Floorplan with the power grid:
Bar = 200 um. Pins as bars on the die edge.
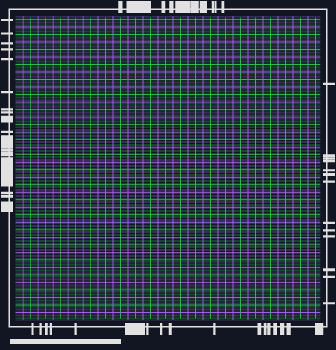
Cells coloured by class:
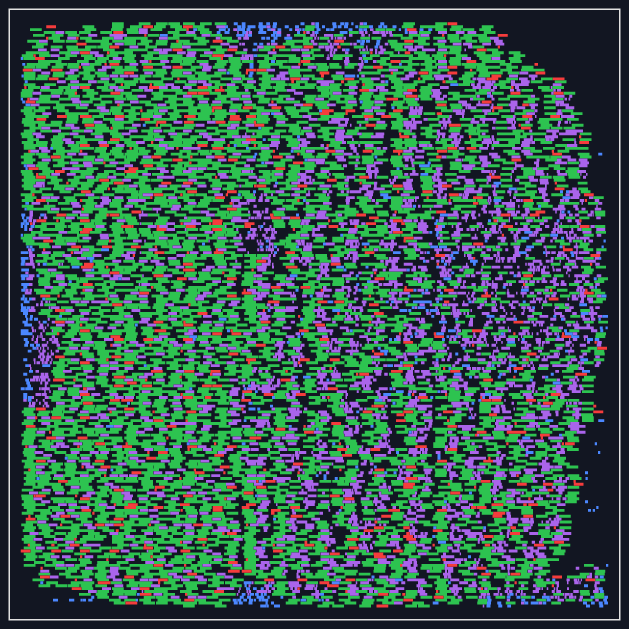
Clock network drawn from the DEF:
Bar = 200 um.
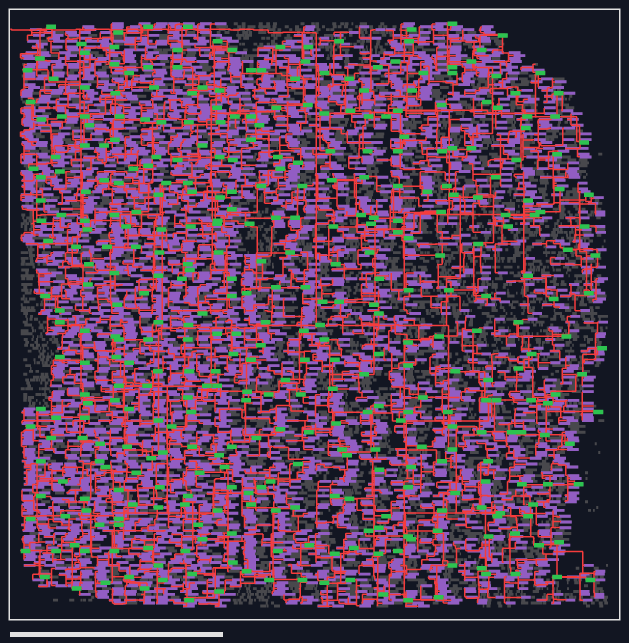
==> config.mk <==
export PLATFORM = sky130hd
export DESIGN_NAME = branch_target_buffer
export DESIGN_NICKNAME = d
export VERILOG_FILES = /design/src/rtl/branch_target_buffer.sv
export SDC_FILE = /design/constraint.sdc
export NUM_CORES = 2
export LEC_CHECK = 0
export CAP_MARGIN = 5
export CELL_PAD_IN_SITES_DETAIL_PLACEMENT = 0
export CELL_PAD_IN_SITES_GLOBAL_PLACEMENT = 2
export CORE_MARGIN = 10
export CORE_UTILIZATION = 54
export DETAILED_ROUTE_END_ITERATION = 10
export MAX_ROUTING_LAYER = met4
export PLACE_DENSITY_LB_ADDON = 0.1
export SLEW_MARGIN = 20
export SYNTH_ARGS = -nofsm -noshare
export SYNTH_HDL_FRONTEND = slang
export SYNTH_SLANG_ARGS = --single-unit
==> constraint.sdc <==
create_clock -name clk -period 12.6 [get_ports clk]
set_input_delay 2.52 -clock clk [delete_from_list [all_inputs] [get_ports clk]]
set_output_delay 2.52 -clock clk [all_outputs]
set_load 0.01 [all_outputs]
==> GITHUB_STEP_SUMMARY <==
### Flow metrics

| Metric | Value |
|---|---|
| Status | finished clean |
| Global-route wire length before repair | 819,000 um |
| Leakage Power | 59.0 nW |
| Routed Wire Length | 607,000 um |
| Slew Limit Fails | 0 |
| Max Root-Sink Buffers | 4 |
| Seq power | 14.1 mW |
| Post-Layout Cell Count | 12,898 |
| Sequential cell count | 3,840 |
| Tool warning count | 40 |
| Largest type area fraction | 0.654 |
| Gpl congestion | 0.887 |
| R2R setup slack | 7.17 ns |
| Yosys chip area | 0.164 mm^2 |
| Combinational cell power | 2.01 mW |
| Crit path depth | 13 |
| Iter 0 DRT Violations | 17,528 |
| WS Path Type | in -> out |
| Crit path DRT | 10.08 ns |
| Maxcap violations | 0 |
| DRC violations left | 0 |
| Chip area | 0.327 mm^2 |
| Nature of the critical path endpoint | output port |
| # placed instances | 12,148 |
| Top class by area | sequential cells |
| Internal | 21.3 mW |
| PortBufs | 263 |
| M1 GR Usage | 0.504 |
| H-tree depth | 5 |
| Met3 WL | 79,200 um |
| Syn Area/Cell | 20.1 um^2 |
| Yosys reg bits | 3,840 |
| Part of the power in registers | 0.510 |
| Invs w/o clock | 16 |
| Actual slew at the worst max-slew pin | 1.28 ns |
| Max layer used | met4 |
| Clock network share of area | 0.0672 |
| Largest net degree at the start of global routing | 112 |
| Combinational power share | 0.073 |
| Vias in the first global route | 94,647 |
| Most frequent cells in the layout | edfxtp_1, mux4_2, clkbuf_16 |
| Final non-clock buffer share | 0.0303 |
| Hold Path Depth | 1 |
| Slowest CP cell | and4_4 |
| Share of cells above drive strength 1 | 0.297 |
| Hold WC Path Type | reg -> reg |
| Post-Synth AOI/OAI Area | 0.0420 |
| Top cells, area | edfxtp_1, mux4_2, dfrtp_1, mux2i_1, dfstp_2 |
| Multi-input gates | 3,729 |
| Post-CTS resize count | 0 |
| Fp util | 0.543 |
| Antenna violations before repair | 32 |
| Final worst setup slack | 1.67 ns |
| Critical Path Max Stage Delay | 0.74 ns |
| Via count | 97,313 |
| Fillcell total | 21,196 |
| Tcrit/Tclk final | 0.867 |
| Synthesized area | 0.164 mm^2 |
| Relative slew slack | 0.135 |
| CP Cell Sequence | buf_8 -> buf_12 -> buf_4 -> mux4_2 -> mux4_2 -> mux4_2 -> xnor2_1 -> nand4_1 -> nor3_1 -> and4_4 -> buf_4 -> mux2_2 -> clkdlybuf4s50_1 |
| Hold-fix buffers, CTS | 0 |
| CP most frequent cell | mux4_2 |
| CTS Root Cell | clkbuf_16 |
| Crit path buffers/inverters | 5 |
| Area fraction in mux cells | 0.214 |
| Met2 usage | 0.544 |
| Final HPWL DP | 325,000 um |
| Pre-Repair DR Iteration Count | 6 |
| Net Sw Power | 6.29 mW |
| Commonest Layout Cell | edfxtp_1 |
| Ys cells | 8,176 |
| Routed vias/inst | 7.54 |
| Flop share of the area | 0.614 |
-- 'floorplan with the power grid' (at the start) --
VDD: marked green. VSS: marked purple.
40 straps on met4. 264 signal pins sit on the boundary. 203 met1 rails follow the rows. The core has 202 rows.
worst vdd ir: 0.131 mV
Core Region: 0.303 mm^2
Die X-Extent: 572 um
Die H: 572 um

-- 'cells coloured by class' (at the start) --
clock drivers and dummy loads: marked red, cells 718. other buffers and delay cells: marked blue, cells 585. flip-flops: marked green, cells 3,840. all other logic: marked purple, cells 3,745.
final core utilization: 0.613
design area: 0.186 mm^2
Rows: 202

-- 'clock network drawn from the DEF' (at the start) --
clock wires: marked red, length 44.7 mm. flip-flops: marked purple, count 3,840. cells driving clock nets: marked green, count 394.
There are 395 routed clock nets.
worst skew pair latency: 0.96 ns
clock power share: 0.417
clock-net power: 11.5 mW
clk_skew: 0.0591 ns

No activity file was given, so power comes from the tool's default toggle rates.
